$ cat src/rtl/axi4_rw_scheduler.sv
// Serialises AXI4 write and read bursts onto one shared slave datapath.
// Round-robin address arbitration, beat tracking, WLAST check, stall watchdog.
module axi4_rw_scheduler #(
  parameter int ID_WIDTH = 4,
  parameter int TIMEOUT  = 1024,
  parameter int TO_WIDTH = 11
) (
  input  logic                ACLK,
  input  logic                ARESET,
  input  logic                S_AXI_AWVALID,
  input  logic [ID_WIDTH-1:0] S_AXI_AWID,
  input  logic [7:0]          S_AXI_AWLEN,
  output logic                S_AXI_AWREADY,
  input  logic                S_AXI_ARVALID,
  input  logic [ID_WIDTH-1:0] S_AXI_ARID,
  input  logic [7:0]          S_AXI_ARLEN,
  output logic                S_AXI_ARREADY,
  input  logic                w_beat,
  input  logic                w_last,
  input  logic                b_done,
  input  logic                r_beat,
  input  logic                r_last,
  output logic                write_en,
  output logic                read_en,
  output logic [ID_WIDTH-1:0] burst_id,
  output logic [7:0]          burst_len,
  output logic [7:0]          beat_cnt,
  output logic                len_err,
  output logic                timeout
);

  typedef enum logic [2:0] {
    S_IDLE, S_AW_ACC, S_WR_DATA, S_WR_RESP, S_AR_ACC, S_RD_DATA
  } state_t;

  typedef struct packed {
    logic [ID_WIDTH-1:0] id;
    logic [7:0]          len;
  } burst_t;

  localparam logic [TO_WIDTH-1:0] WD_MAX = TO_WIDTH'(TIMEOUT - 1);

  state_t              state, state_nxt;
  burst_t              burst_q, burst_nxt;
  logic                last_wr_q, last_wr_nxt;
  logic [TO_WIDTH-1:0] wd_q, wd_nxt;
  logic [7:0]          beat_q, beat_nxt, beat_inc;
  logic                len_err_q, len_err_nxt;
  logic                timeout_q, timeout_nxt;
  logic                active, evt;

  assign beat_inc = (beat_q == 8'hFF) ? beat_q : beat_q + 8'd1;
  assign active   = (state == S_WR_DATA) || (state == S_WR_RESP) || (state == S_RD_DATA);
  // Anything that proves the burst is still making progress.
  assign evt      = ((state == S_WR_DATA) && w_beat) ||
                    ((state == S_WR_RESP) && b_done) ||
                    ((state == S_RD_DATA) && r_beat);

  always_comb begin
    state_nxt   = state;
    burst_nxt   = burst_q;
    last_wr_nxt = last_wr_q;
    wd_nxt      = wd_q;
    beat_nxt    = beat_q;
    len_err_nxt = 1'b0;
    timeout_nxt = 1'b0;

    case (state)
      S_IDLE: begin
        if (S_AXI_AWVALID && S_AXI_ARVALID) begin
          state_nxt   = last_wr_q ? S_AR_ACC : S_AW_ACC;
          last_wr_nxt = !last_wr_q;
        end else if (S_AXI_AWVALID) begin
          state_nxt   = S_AW_ACC;
          last_wr_nxt = 1'b1;
        end else if (S_AXI_ARVALID) begin
          state_nxt   = S_AR_ACC;
          last_wr_nxt = 1'b0;
        end
      end
      S_AW_ACC: begin
        burst_nxt = '{id: S_AXI_AWID, len: S_AXI_AWLEN};
        beat_nxt  = '0;
        wd_nxt    = '0;
        state_nxt = S_WR_DATA;
      end
      S_AR_ACC: begin
        burst_nxt = '{id: S_AXI_ARID, len: S_AXI_ARLEN};
        beat_nxt  = '0;
        wd_nxt    = '0;
        state_nxt = S_RD_DATA;
      end
      S_WR_DATA: begin
        if (w_beat) begin
          beat_nxt = beat_inc;
          wd_nxt   = '0;
          if (w_last) begin
            state_nxt   = S_WR_RESP;
            len_err_nxt = (beat_q != burst_q.len);
          end else begin
            // Overrun: flag it but keep draining until the master sends WLAST.
            len_err_nxt = (beat_q == burst_q.len);
          end
        end
      end
      S_WR_RESP: begin
        if (b_done) begin
          state_nxt = S_IDLE;
          wd_nxt    = '0;
        end
      end
      S_RD_DATA: begin
        if (r_beat) begin
          beat_nxt = beat_inc;
          wd_nxt   = '0;
          if (r_last) state_nxt = S_IDLE;
        end
      end
      default: state_nxt = S_IDLE;
    endcase

    if (active && !evt) begin
      if (wd_q == WD_MAX) begin
        state_nxt   = S_IDLE;
        timeout_nxt = 1'b1;
        beat_nxt    = '0;
        wd_nxt      = '0;
      end else begin
        wd_nxt = wd_q + TO_WIDTH'(1);
      end
    end
  end

  always_ff @(posedge ACLK) begin
    if (ARESET) begin
      state     <= S_IDLE;
      burst_q   <= '0;
      last_wr_q <= 1'b1;
      wd_q      <= '0;
      beat_q    <= '0;
      len_err_q <= 1'b0;
      timeout_q <= 1'b0;
    end else begin
      state     <= state_nxt;
      burst_q   <= burst_nxt;
      last_wr_q <= last_wr_nxt;
      wd_q      <= wd_nxt;
      beat_q    <= beat_nxt;
      len_err_q <= len_err_nxt;
      timeout_q <= timeout_nxt;
    end
  end

  // Every output is a decode of, or a copy of, a flop.
  assign S_AXI_AWREADY = (state == S_AW_ACC);
  assign S_AXI_ARREADY = (state == S_AR_ACC);
  assign write_en      = (state == S_WR_DATA) || (state == S_WR_RESP);
  assign read_en       = (state == S_RD_DATA);
  assign burst_id      = burst_q.id;
  assign burst_len     = burst_q.len;
  assign beat_cnt      = beat_q;
  assign len_err       = len_err_q;
  assign timeout       = timeout_q;

endmodule

$ cat config.mk
export PLATFORM = sky130hd
export DESIGN_NAME = axi4_rw_scheduler
export DESIGN_NICKNAME = d
export VERILOG_FILES = /design/src/rtl/axi4_rw_scheduler.sv
export SDC_FILE = /design/constraint.sdc
export NUM_CORES = 1
export LEC_CHECK = 0
export CORE_MARGIN = 2
export CORE_UTILIZATION = 51
export DETAILED_ROUTE_END_ITERATION = 7
export PLACE_DENSITY = 0.87
export RECOVER_POWER = 25
export SETUP_SLACK_MARGIN = 0.4
export SLEW_MARGIN = 5
export SYNTH_ARGS = -nofsm -noshare
export SYNTH_HDL_FRONTEND = slang
export SYNTH_SLANG_ARGS = --single-unit
$ cat constraint.sdc
create_clock -name ACLK -period 3.2 [get_ports ACLK]
set_input_delay 0.64 -clock ACLK [delete_from_list [all_inputs] [get_ports ACLK]]
set_output_delay 0.64 -clock ACLK [all_outputs]
set_load 0.01 [all_outputs]
**Supply network**

Scale: 6 px per um. Pins as bars on the die edge. Tap cells in gray.
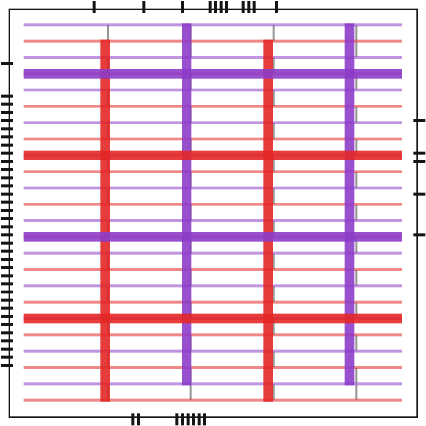
net	color
VSS	red
VDD	purple
met4 straps	4
signal pins	59
met1 rails	24
met5 straps	4

**Cell classes on the final placement**

Scale: 6 px per um. Fill, decap, tap and diode cells in gray.
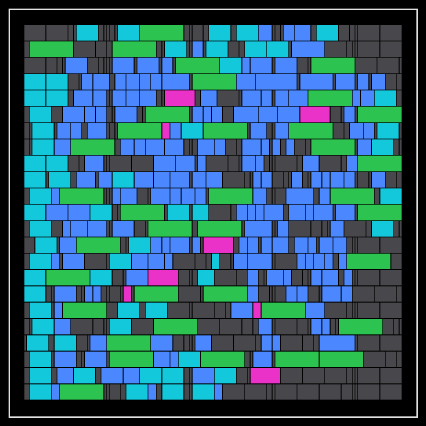
class	color	cells	share of their area
other buffers and delay cells	cyan	61	23%
clock drivers and dummy loads	magenta	8	3.0%
all other logic	blue	183	47%
flip-flops	green	37	28%

==> writeup.txt <==
In the global route stage, overall resource usage came out at 24.53%. The run gives 0 as the count of endpoints failing setup in the final report. The biggest area contributor in the post-synthesis netlist is dfxtp_1.

The run gives 658.8 ps for the worst-margin pin slew. The total nets after synthesis was 270. The logs give 23 for the pin count of the biggest net entering global routing and 51 for the count of unique library cells instantiated by Yosys.

The design internal power is 913.3 uW. In the layout the commonest cells are clkdlybuf4s50_1, dfxtp_1, nand2_1. Once the clock tree was built, the resizer swapped 0 gates to a different size.

In this run, synthesis produced a sequential element count of 37. Per the timing report, the achievable frequency comes out to 0.3874 GHz. The average instance area after synthesis was 8.817 um2; the count of standard-cell rows was 23. Most common cell after layout, fill and taps aside: clkdlybuf4s50_1.

The run gives 2072 um2 as the synthesized cell area. The core region is 3943 um2. In this run the maximum-capacitance check reported violations numbering 0. The endpoint class of the critical path is a primary output. With the worst hold slack across all endpoints at 485.8 ps, the number of cells produced by synthesis is 235. The script computed a power per unit cell area of 506.7 nW/um2.

Detailed placement ended at an HPWL of 3.643 mm. The worst setup path is of the register to primary output kind. The clock passes through at most 2 buffers. The launch point of the worst register-to-register path is recorded as state[2]. The total congestion overflow after global routing came out at 0. Number of nets in the layout: 323. Per the detailed-route log, wirelength across all metal layers totals 5.230 mm.

The flow measured a signed area growth from synthesis to layout of 31.40%. The clock sink count is 37. In this run, post-CTS hold repair placed 0 buffers.

The switching power as a share of total power came out at 33.80%. The logs give 466.2 uW for the switching power and 2,010 for the total via count in the routed design. The floorplan report gives the top-level pin count as 59. The count of buffers inserted at the top-level ports was 58.

Looking at the power breakdown, the clock network takes 23.3% of the total. For reference, the critical path is launched at state[2]. Per the detail_route report, routed wire per instance is 15.43 um. Per the post-CTS timing run, clock transition at the registers of the reported paths is 70 ps.

The area share of the largest cell type after synthesis came out at 35.75%. The tools report the via count of the first global-routing pass as 1,819. The flow ran to the end, and the final reports show no timing, DRC or antenna violations.
==> logic make-up (layout without fill, tap and decap cells) <==
logic type	after synthesis	after routing	share of synthesized area [%]
AND-OR/OR-AND	63	63	21.02
AND/OR/NAND/NOR	93	93	26.81
flip-flops	37	37	35.75
buffers and inverters	17	71	4.770
XOR/XNOR	11	11	4.650
adder cells (fa/ha/maj)	2	2	1.208
multiplexers	12	12	5.797
==> registers in the layout, indices dropped and copies added, names as in the netlist <==
name and flops:
wd_q 11, beat_cnt 8, burst_len 8, burst_id 4, state 3, last_wr_q 1, len_err 1, timeout 1
==> routing by layer <==
layer / vias up / wire (um) / global-route usage [%]
li1: 1000 / - / -
met1: 932 / 2300 / 31.16
met2: 70 / 2437 / 38.85
met3: 8 / 401 / 7.833
met4: 0 / 90 / 8.673
met5: - / 0 / 0
==> final timing paths <==
kind                    to  slack, ps  depth (start not counted)
min reg2reg   burst_len[3]        490                          2
max reg2reg       state[1]        930                          4
min           burst_len[3]        490                          2
max          S_AXI_ARREADY        620                          3
==> cell type report <==
type / instances / area (um2) / area share (%)
repair buffers: 61 / 599.3 / 22.01
multi-input cells: 181 / 1232 / 45.27
inverters: 2 / 7.507 / 0.2757
well taps: 50 / 62.56 / 2.298
flip-flops and latches: 37 / 740.7 / 27.21
clock buffers: 8 / 80.08 / 2.941
==> Yosys cell counts, drive strengths merged <==
cell type,n
a21o,1
xor2,2
o211ai,4
or3,5
a211oi,14
nand3,8
and3,3
inv,2
and4,1
o2111ai,1
o21ai,10
and3b,2
ha,2
nand2b,3
nor4,4
or4,2
o311ai,1
a221oi,2
a221o,1
nor3,11
nand2,19
a31oi,3
dfxtp,37
nand3b,2
o31a,1
a32oi,2
xnor2,9
nor2b,2
a311oi,1
buf,9
nor2,16
a21oi,18
or2,2
nand4b,1
nor4bb,2
a22oi,1
clkbuf,6
nor3b,2
mux2i,12
nand4bb,1
a41oi,3
nor4b,1
nand4,6
==> critical path: stages, from the launching register on <==
cell and delay (ps):
dfxtp_1 750, nand2_1 200, inv_1 150, clkdlybuf4s50_1 560
==> stage by stage <==
step	worst slack [ps]	utilization, %	power [mW]
2_1_floorplan	1421	-	0.8842
5_1_grt	507.9	69.06	1.455
3_5_place_dp	644.7	67.12	1.063
3_3_place_gp	690.0	67.12	1.054
6_report	618.7	69.06	1.379
4_1_cts	628.2	69.15	1.384
==> power groups by stage <==
stage | sequential (mW) | combinational [mW] | clock, mW
6_report | 0.589 | 0.469 | 0.322
3_3_place_gp | 0.596 | 0.458 | 0
5_1_grt | 0.599 | 0.512 | 0.344
4_1_cts | 0.587 | 0.471 | 0.326
3_5_place_dp | 0.595 | 0.468 | 0
2_1_floorplan | 0.575 | 0.309 | 0
No activity file was given, so power comes from the tool's default toggle rates.
